<file path="config.mk">
export PLATFORM = sky130hd
export DESIGN_NAME = wb_write_queue
export DESIGN_NICKNAME = d
export VERILOG_FILES = /design/src/rtl/wb_write_queue.sv
export SDC_FILE = /design/constraint.sdc
export NUM_CORES = 1
export LEC_CHECK = 0
export ABC_AREA = 1
export CORE_MARGIN = 2
export CORE_UTILIZATION = 48
export DETAILED_ROUTE_END_ITERATION = 16
export PLACE_DENSITY = 0.72
export SETUP_SLACK_MARGIN = 0.05
export SLEW_MARGIN = 20
export SYNTH_ARGS = -nofsm -noshare
export SYNTH_HDL_FRONTEND = slang
export SYNTH_SLANG_ARGS = --single-unit
</file>
<file path="constraint.sdc">
create_clock -name clk -period 3.5 [get_ports clk]
set_input_delay 0.875 -clock clk [delete_from_list [all_inputs] [get_ports clk]]
set_output_delay 0.875 -clock clk [all_outputs]
set_load 0.005 [all_outputs]
</file>
<file path="src/rtl/wb_write_queue.sv">
`default_nettype none
// ============================================================================
//  Module   : wb_write_queue
//  Purpose  : In-order write-back queue feeding the register-block write port.
//             Two producers (ALU results, MEM load results) push destination /
//             data pairs. Entries retire one per cycle into a registered
//             output stage (regwrite/writereg/writedata). Every pending
//             destination, whether queued or in the output stage, is reported
//             to decode as a hazard.
//  Ports    : clk, rst_n (synchronous, active-low)
//             alu_valid/alu_ready/alu_reg/alu_data  - ALU producer
//             mem_valid/mem_ready/mem_reg/mem_data  - load producer (priority)
//             hold                                  - freeze retirement
//             regwrite/writereg/writedata           - register-block write
//             readreg1/readreg2, hazard1/hazard2    - decode hazard query
//             count                                 - queued entries
//             fwd1_data/fwd2_data                   - only with WB_BYPASS_EN
//  Config   : define WB_BYPASS_EN to add forwarding outputs carrying the data
//             of the youngest pending write to each read address.
//  Revision : 1.0 - initial release
// ============================================================================
module wb_write_queue #(
    parameter int DEPTH = 4,
    parameter int AW    = 2,
    parameter int DW    = 32,
    parameter int RW    = 5
) (
    input  logic          clk,
    input  logic          rst_n,
    input  logic          alu_valid,
    output logic          alu_ready,
    input  logic [RW-1:0] alu_reg,
    input  logic [DW-1:0] alu_data,
    input  logic          mem_valid,
    output logic          mem_ready,
    input  logic [RW-1:0] mem_reg,
    input  logic [DW-1:0] mem_data,
    input  logic          hold,
    output logic          regwrite,
    output logic [RW-1:0] writereg,
    output logic [DW-1:0] writedata,
    input  logic [RW-1:0] readreg1,
    input  logic [RW-1:0] readreg2,
    output logic          hazard1,
    output logic          hazard2,
`ifdef WB_BYPASS_EN
    output logic [DW-1:0] fwd1_data,
    output logic [DW-1:0] fwd2_data,
`endif
    output logic [AW:0]   count
);

    localparam logic [AW:0] c_full_count = (AW+1)'(DEPTH);

    // ------------------------------------------------------------------
    // Storage and pointers
    // ------------------------------------------------------------------
    logic [RW-1:0] r_reg  [DEPTH];
    logic [DW-1:0] r_data [DEPTH];
    logic [AW-1:0] r_wptr;
    logic [AW-1:0] r_rptr;
    logic [AW:0]   r_count;

    logic          w_full;
    logic          w_mem_acc;
    logic          w_alu_acc;
    logic          w_push;
    logic          w_pop;
    logic [RW-1:0] w_push_reg;
    logic [DW-1:0] w_push_data;

    // Ready depends only on the registered count, so a pop on the same edge
    // never re-opens a full queue within that cycle.
    assign w_full    = (r_count == c_full_count);
    assign mem_ready = ~w_full;
    assign alu_ready = ~w_full & ~mem_valid;

    assign w_mem_acc   = mem_valid & mem_ready;
    assign w_alu_acc   = alu_valid & alu_ready;
    assign w_push_reg  = w_mem_acc ? mem_reg  : alu_reg;
    assign w_push_data = w_mem_acc ? mem_data : alu_data;

    // Writes to r0 are handshaken but dropped: they would never be visible.
    assign w_push = (w_mem_acc | w_alu_acc) & (w_push_reg != '0);
    assign w_pop  = ~hold & (r_count != '0);

    assign count = r_count;

    // ------------------------------------------------------------------
    // Control state and registered output stage
    // ------------------------------------------------------------------
    always_ff @(posedge clk) begin
        if (!rst_n) begin
            r_wptr    <= '0;
            r_rptr    <= '0;
            r_count   <= '0;
            regwrite  <= 1'b0;
            writereg  <= '0;
            writedata <= '0;
        end else begin
            regwrite <= w_pop;
            if (w_pop) begin
                writereg  <= r_reg[r_rptr];
                writedata <= r_data[r_rptr];
                r_rptr    <= r_rptr + AW'(1);
            end
            if (w_push) begin
                r_wptr <= r_wptr + AW'(1);
            end
            case ({w_push, w_pop})
                2'b10:   r_count <= r_count + (AW+1)'(1);
                2'b01:   r_count <= r_count - (AW+1)'(1);
                default: r_count <= r_count;
            endcase
        end
    end

    // Entry payload; validity is tracked by the pointers/count, so the
    // payload itself needs no reset.
    always_ff @(posedge clk) begin
        if (rst_n && w_push) begin
            r_reg[r_wptr]  <= w_push_reg;
            r_data[r_wptr] <= w_push_data;
        end
    end

    // ------------------------------------------------------------------
    // Hazard detection: a slot is live when its distance from the read
    // pointer is below the current count.
    // ------------------------------------------------------------------
    logic [DEPTH-1:0] w_valid;
    logic [DEPTH-1:0] w_hit1;
    logic [DEPTH-1:0] w_hit2;

    for (genvar gi = 0; gi < DEPTH; gi++) begin : g_slot
        logic [AW-1:0] w_off;
        assign w_off       = AW'(gi) - r_rptr;
        assign w_valid[gi] = ({1'b0, w_off} < r_count);
        assign w_hit1[gi]  = w_valid[gi] & (r_reg[gi] == readreg1);
        assign w_hit2[gi]  = w_valid[gi] & (r_reg[gi] == readreg2);
    end

    assign hazard1 = (readreg1 != '0) &
                     ((|w_hit1) | (regwrite & (writereg == readreg1)));
    assign hazard2 = (readreg2 != '0) &
                     ((|w_hit2) | (regwrite & (writereg == readreg2)));

`ifdef WB_BYPASS_EN
    // ------------------------------------------------------------------
    // Forwarding: start from the output stage (oldest pending write) and
    // walk the queue from head to tail so the youngest match wins.
    // ------------------------------------------------------------------
    logic [DW-1:0] w_fwd1;
    logic [DW-1:0] w_fwd2;
    logic [AW-1:0] w_idx;

    always_comb begin
        w_fwd1 = (regwrite && (writereg == readreg1)) ? writedata : '0;
        w_fwd2 = (regwrite && (writereg == readreg2)) ? writedata : '0;
        w_idx  = '0;
        for (int k = 0; k < DEPTH; k++) begin
            w_idx = r_rptr + AW'(k);
            if ((AW+1)'(k) < r_count) begin
                if (r_reg[w_idx] == readreg1) begin
                    w_fwd1 = r_data[w_idx];
                end
                if (r_reg[w_idx] == readreg2) begin
                    w_fwd2 = r_data[w_idx];
                end
            end
        end
    end

    assign fwd1_data = hazard1 ? w_fwd1 : '0;
    assign fwd2_data = hazard2 ? w_fwd2 : '0;
`endif

endmodule
`default_nettype wire
</file>
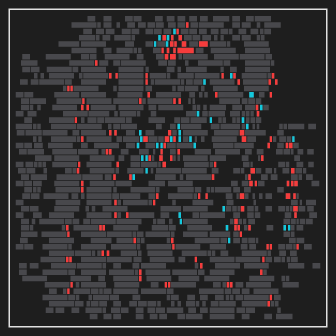
Figure 1: run 1, gate families picked out.
legend:
  inverters:
    colour: cyan
    cells: 36
    most_used: inv_1
  NAND gates:
    colour: red
    cells: 126
    most_used: nand2_1

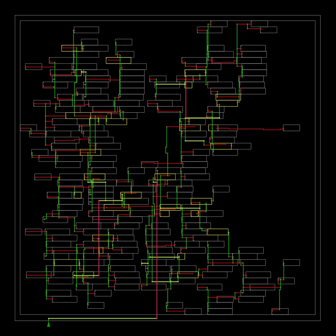
Figure 2: run 1, clock routing.
Flop Count: 193
clock buf count: 17
clock tree sinks: 193
Final Skew: 0.0133 ns
clk ins delay skew pair: 0.43 ns

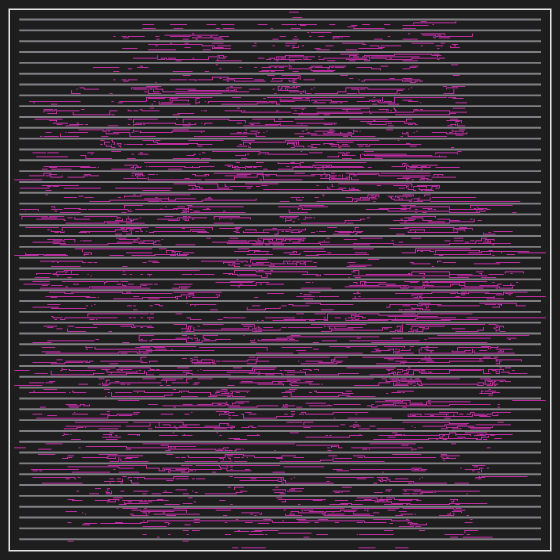
Figure 3: run 1, the metal 1 layer.
Supply wires on this layer in grey.
longest straight run: 42.8 um
wire length on this layer: 8500 um
nets with wire on the layer: 853
share of all routed wire: 41%

[run 1: worst min path at each step]
stage,depth (start not counted),to,start
6_report,2,writedata[27]$_SDFFE_PN0P_,r_data[3][27]$_DFFE_PP_
3_3_place_gp,2,writedata[18]$_SDFFE_PN0P_,r_data[3][18]$_DFFE_PP_
4_1_cts,2,writedata[17]$_SDFFE_PN0P_,r_data[3][17]$_DFFE_PP_
2_1_floorplan,2,writedata[0]$_SDFFE_PN0P_,r_data[3][0]$_DFFE_PP_
5_1_grt,2,writedata[17]$_SDFFE_PN0P_,r_data[3][17]$_DFFE_PP_
3_5_place_dp,2,writedata[27]$_SDFFE_PN0P_,writedata[27]$_SDFFE_PN0P_
[run 1: cell usage in the layout, fill, tap and decap left out, types with 3 or more instances in the layout]
master,n
ha_1,8
inv_6,3
buf_4,24
nand2_2,5
bufinv_16,5
a21oi_1,85
nor2_4,7
a221oi_1,37
dfxtp_1,43
inv_1,31
nand2_1,101
nor3_1,8
o21ai_0,34
inv_8,4
edfxtp_1,148
mux2_2,32
dlygate4sd2_1,10
o21ai_1,14
inv_2,4
nand3_1,13
xnor2_1,12
clkdlybuf4s50_1,121
nor2_1,26
clkbuf_16,17
buf_12,4
xor2_1,31
nand4_1,4
[run 1: metal layers]
metal	part of all wire	up-vias	wire length, um
met4	0.014	0	289
met5	0	-	0
met3	0.048	21	1000
met2	0.53	197	11000
met1	0.41	2899	8500
li1	-	2813	-
[run 1: final cells by class]
cell class                 instances  area [um^2]
clock buffer                      17          425
clock inverter                    15          243
fill                            1305         6390
inverter                          36          138
multi-input combinational        432         2710
sequential                       193         5350
tap                              225          282
timing repair buffer             161         1580
[run 1: worst min-delay path, delay by kind of cell (launching register included)]
| kind | cells | cell delay [ns] |
|---|---|---|
| compound gates | 2 | 0.17 |
| flops | 1 | 0.32 |
==> results.ini, run 1 <==
[grt]
use_met3 = 0.0412
grt_use_total = 0.234
grt.busiest_layer = met2
globalRouteMet1Util = 0.281
grt.met2_usage = 0.418
grt_pass1_wl_um = 32000
antenna_found_initial = 0
grt_max_degree = 80
grt-ovfl-total = 0
grt_pass1_vias = 6009

[logic_synthesis]
ys_sh_xor = 0.0452
yosysSeqAreaShare = 0.642
enable_flop_cells = 148
ys_cells = 708
async_reset_ff_frac = 0
flop_cell = edfxtp_1
top_area_frac = 0.534
yosys-top-cells-count = edfxtp_1, nand2_1, a21oi_1, dfxtp_1, a221oi_1
area_leaders = edfxtp_1, dfxtp_1, a21oi_1, nand2_1, mux2_2
top_cell = edfxtp_1
numSynthFlops = 193
synth.logic.top_family = AND-OR/OR-AND gates
synth.distinct_cells = 33
mux_area_frac = 0.0433
synthSimpleGateAreaFrac = 0.0897
aoi_share = 0.123
fa_ha_area_frac = 0.0159
syn_nets = 807
syn_avg_cell_area_um2 = 11.8
synth_warnings = 0
ys_chip_area_um2 = 8320
synth_area_um2 = 8320
yosysTopAreaCell = edfxtp_1
synthCells = 708

[power]
seq_power_mw = 3.10
pwr-share-seq = 0.409
switching_share = 0.315
p_per_area_nw_per_um2 = 707
powerClk_mw = 2.17
p_leak_nw = 3.88
peakVddDrop_mv = 0.451
p_int_mw = 5.19
switchingPower_mw = 2.39
maxPowerGroup = registers
pwr-share-comb = 0.305
p_total_mw = 7.58
clockPowerShare = 0.286

[cells_and_area]
final_core_util = 0.626
nets = 940
fin_cells = 1079
area_growth_pct = 28.8
drive_above_1_share = 0.141
final_cell_area_um2 = 10700
largest_register_ffs = 128
num_antenna_cells = 0

[critical_path]
regToRegSetupSlack_ns = 0.69
cp_num_cells = 10
critPathSlowestCell = clkdlybuf4s50_1
slowest_delay_ns = 0.51
arrival_ns = 2.35
crit_family = buffers and inverters
cp-startpoint = readreg2[1]
cp-end-kind = primary output
crit_path_start_kind = primary input
cp_max_fo = 3
r2r_end = count[2]$_SDFFE_PN0P_
path_class = in -> out
path_buffers = 3
ff2ff_path_depth = 16
r2r_start = count[0]$_SDFFE_PN0P_
path_cells = clkdlybuf4s50_1 > inv_1 > nand2_1 > o21ai_0 > a21oi_1 > nand3_1 > o21ai_0 > nor2_1 > nor2_1 > dlygate4sd2_1
required_ns = 2.62
crit_path_end = hazard2

[die]
fp.dieW_um = 136
die-area_um2 = 18400
coreArea_um2 = 17100
chipHeight_um = 136
fp_util = 0.486
rows = 48
boundaryPins = 134

[routing]
first_iter_violations = 362
wirelength_um = 20700
wire_per_inst_um = 19.2
antenna_left = 0
dr.pass1.iters = 5
vias_per_cell = 5.50
drc_errors = 0
vias = 5930

[sta]
setup_viol = 0
tns_ns = 0
finalCritPeriodShare = 0.923
clock.fmax_mhz = 310
slew_viol_final = 0
worst_pin_slew_ns = 0.867
rsz0062_at_grt = no
holdWs_ns = 0.529
hold_viol = 0
relSlewSlack = 0.421
finalWorstSetupSlack_ns = 0.270
fin_crit_ns = 3.23

[place]
placedCellCount = 1046
place.gp.congestion = 0.852
dpl-instance-area_um2 = 10000
numPortBuffers = 133
dp_hpwl_um = 12800
dp_slack_ns = -0.129

[cts]
cts_setup_buffers = 1
clk_pin_slew_ns = 0.07
cts_buffers = 17
clk_path_buf_depth = 2
cts_tree = done
postCtsHoldBufs = 0
htree_levels = 4
cts-root-buf = clkbuf_16
cts_resized = 13

[job]
warnings = 31
maxCapViolations = 0

[min_path]
hold_class = reg -> reg

[outcome]
outcome = completed

==> run 1 -> run 2 <==
--- a/config.mk
+++ b/config.mk
@@ -8,6 +8,7 @@
 export ABC_AREA = 1
 export CORE_MARGIN = 2
 export CORE_UTILIZATION = 48
+export CTS_CLUSTER_DIAMETER = 60
 export DETAILED_ROUTE_END_ITERATION = 16
 export PLACE_DENSITY = 0.72
 export SETUP_SLACK_MARGIN = 0.05
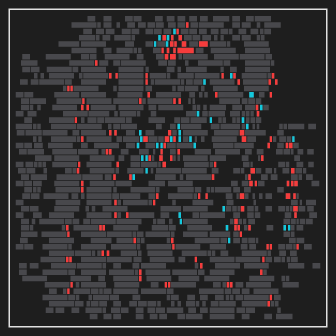
Figure 4: run 2, gate families picked out.
legend:
  NAND gates:
    colour: red
    cells: 126
    most_used: nand2_1
  inverters:
    colour: cyan
    cells: 36
    most_used: inv_1

==> results.ini, run 2 <==
[logic_synthesis]
area_leaders = edfxtp_1, dfxtp_1, a21oi_1, nand2_1, mux2_2  ; unchanged
syn_avg_cell_area_um2 = 11.8  ; unchanged
top_area_frac = 0.534  ; unchanged
ys_cells = 708  ; unchanged
yosysTopAreaCell = edfxtp_1  ; unchanged
async_reset_ff_frac = 0  ; unchanged
flop_cell = edfxtp_1  ; unchanged
yosysSeqAreaShare = 0.642  ; unchanged
ys_chip_area_um2 = 8320  ; unchanged
synth_warnings = 0  ; unchanged
numSynthFlops = 193  ; unchanged
top_cell = edfxtp_1  ; unchanged
synth_area_um2 = 8320  ; unchanged
synth.distinct_cells = 33  ; unchanged
yosys-top-cells-count = edfxtp_1, nand2_1, a21oi_1, dfxtp_1, a221oi_1  ; unchanged
synthCells = 708  ; unchanged
enable_flop_cells = 148  ; unchanged
syn_nets = 807  ; unchanged

[die]
fp.dieW_um = 136  ; unchanged
die-area_um2 = 18400  ; unchanged
boundaryPins = 134  ; unchanged
rows = 48  ; unchanged
chipHeight_um = 136  ; unchanged
fp_util = 0.486  ; unchanged
coreArea_um2 = 17100  ; unchanged

[power]
p_total_mw = 7.58  ; unchanged
switchingPower_mw = 2.39  ; unchanged
p_int_mw = 5.19  ; unchanged
pwr-share-comb = 0.305  ; about the same
powerClk_mw = 2.17  ; about the same
switching_share = 0.315  ; unchanged
p_per_area_nw_per_um2 = 707  ; unchanged
peakVddDrop_mv = 0.451  ; unchanged
pwr-share-seq = 0.409  ; about the same
maxPowerGroup = registers  ; unchanged
p_leak_nw = 3.88  ; unchanged
p_comb_mw = 2.31  ; about the same
seq_power_mw = 3.10  ; about the same
clockPowerShare = 0.286  ; about the same

[routing]
wire_per_inst_um = 19.2  ; unchanged
vias = 5930  ; unchanged
first_iter_violations = 362  ; unchanged
met1Wirelength_um = 8500  ; unchanged
wl_met2_um = 11000  ; unchanged
antenna_left = 0  ; unchanged
wirelength_um = 20700  ; unchanged
vias_per_cell = 5.50  ; unchanged
dr.pass1.iters = 5  ; unchanged
wl_met3_um = 1000  ; unchanged
highest_layer = met4  ; unchanged
drc_errors = 0  ; unchanged

[grt]
antenna_found_initial = 0  ; unchanged
use_met3 = 0.0412  ; unchanged
globalRouteMet1Util = 0.281  ; unchanged
grt_max_degree = 80  ; unchanged
grt_pass1_vias = 6009  ; unchanged
grt_use_total = 0.234  ; unchanged
grt_pass1_wl_um = 32000  ; unchanged
grt.busiest_layer = met2  ; unchanged
grt-ovfl-total = 0  ; unchanged
grt.met2_usage = 0.418  ; unchanged

[cells_and_area]
largest_register_ffs = 128  ; unchanged
drive_above_1_share = 0.141  ; unchanged
layout_top_cell = edfxtp_1  ; unchanged
num_antenna_cells = 0  ; unchanged
final_cell_area_um2 = 10700  ; unchanged
nets = 940  ; unchanged
most-common-layout-cells = edfxtp_1, clkdlybuf4s50_1, nand2_1  ; unchanged
area_growth_pct = 28.8  ; unchanged
fin_cells = 1079  ; unchanged

[place]
placedCellCount = 1046  ; unchanged
dpl-instance-area_um2 = 10000  ; unchanged
dp_hpwl_um = 12800  ; unchanged
place.gp.congestion = 0.852  ; unchanged
numPortBuffers = 133  ; unchanged

[sta]
fin_crit_ns = 3.23  ; unchanged
worst_pin_slew_ns = 0.867  ; unchanged
clock.fmax_mhz = 310  ; unchanged
slew_viol_final = 0  ; unchanged
holdWs_ns = 0.529  ; unchanged
rsz0062_at_grt = no  ; unchanged
hold_viol = 0  ; unchanged
finalCritPeriodShare = 0.923  ; unchanged
tns_ns = 0  ; unchanged
setup_viol = 0  ; unchanged
relSlewSlack = 0.421  ; unchanged
finClkSkew_ns = 0.0133  ; unchanged

[critical_path]
cp_max_fo = 3  ; unchanged
path_class = in -> out  ; unchanged
critPathSlowestCell = clkdlybuf4s50_1  ; unchanged
path_cells = clkdlybuf4s50_1 > inv_1 > nand2_1 > o21ai_0 > a21oi_1 > nand3_1 > o21ai_0 > nor2_1 > nor2_1 > dlygate4sd2_1  ; unchanged
cp-end-kind = primary output  ; unchanged
path_buffers = 3  ; unchanged
required_ns = 2.62  ; about the same
slowest_delay_ns = 0.51  ; about the same
arrival_ns = 2.35  ; about the same
crit_family = buffers and inverters  ; unchanged
crit_path_start_kind = primary input  ; unchanged

[job]
warnings = 31  ; unchanged
maxCapViolations = 0  ; unchanged

[cts]
clk_latency_ns = 0.43  ; about the same
clk_pin_slew_ns = 0.07  ; about the same
cts_sinks = 193  ; unchanged
cts-root-buf = clkbuf_16  ; unchanged
clk_path_buf_depth = 2  ; unchanged
cts_tree = done  ; unchanged
cts_buffers = 17  ; unchanged
htree_levels = 4  ; unchanged

[min_path]
hold_class = reg -> reg  ; unchanged

[outcome]
outcome = completed  ; unchanged

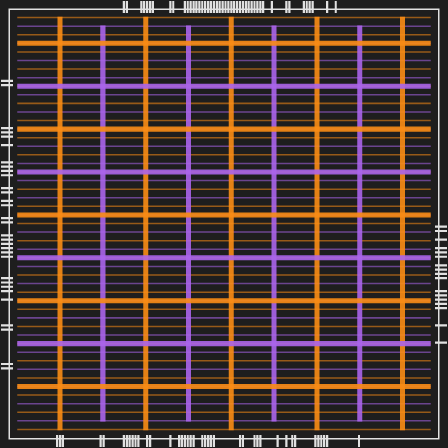
Figure 5: run 2, PDN straps and rails.
Pins as bars on the die edge.
legend:
  VSS:
    colour: orange
  VDD:
    colour: purple
met4 straps: 9
met1 rails: 49

-- run 2: worst reg2reg max path, delay by kind of cell, from the launching register on --
family	cells	cell delay [ns]
AOI/OAI and AO/OA	4	0.59
buffers and inverters	2	0.14
DFF	1	0.40
adders and majority gates	2	0.55
and+or+nand+nor	8	1.02
-- run 2: repair_timing --
action                                  4_1_cts  5_1_grt
hold buffers                                  0        0
setup buffers                                 1        0
pin swaps                                     2        1
resized                                      13        7
endpoints found under the setup margin        2        1
-- run 2: cell families after synthesis --
| family | count (synthesis) | share of synthesized area |
|---|---|---|
| flops | 193 | 0.642 |
| compound gates | 175 | 0.123 |
| simple gates | 172 | 0.0897 |
| buf+inv | 83 | 0.0406 |
| xor+xnor | 43 | 0.0452 |
| mux | 32 | 0.0433 |
| fa+ha+maj | 10 | 0.0159 |
-- run 2: path summary, 6_finish.rpt --
kind                            from                          to  slack [ns]  depth (start not counted)
max                      readreg2[1]                     hazard2        0.27                         10
max reg2reg    count[0]$_SDFFE_PN0P_       count[2]$_SDFFE_PN0P_        0.69                         16
min reg2reg  r_data[3][27]$_DFFE_PP_  writedata[27]$_SDFFE_PN0P_        0.53                          2
min          r_data[3][27]$_DFFE_PP_  writedata[27]$_SDFFE_PN0P_        0.53                          2
-- run 2: stage by stage --
stage | setup WS, ns | util
final | 0.270 | 0.626
after global routing | 0.0674 | 0.626
after CTS | 0.0508 | 0.625
after detailed placement | -0.129 | 0.586
after global placement | -0.123 | 0.586
after floorplan | -0.115 | -
-- run 2: layout make-up --
class / instances / area, um^2
inverter: 36 / 138
fill: 1305 / 6390
timing repair buffer: 161 / 1580
clock buffer: 17 / 425
clock inverter: 15 / 243
sequential: 193 / 5350
multi-input combinational: 432 / 2710
tap: 225 / 282
Power figures rest on the tool's default switching activity, not on a simulated workload.
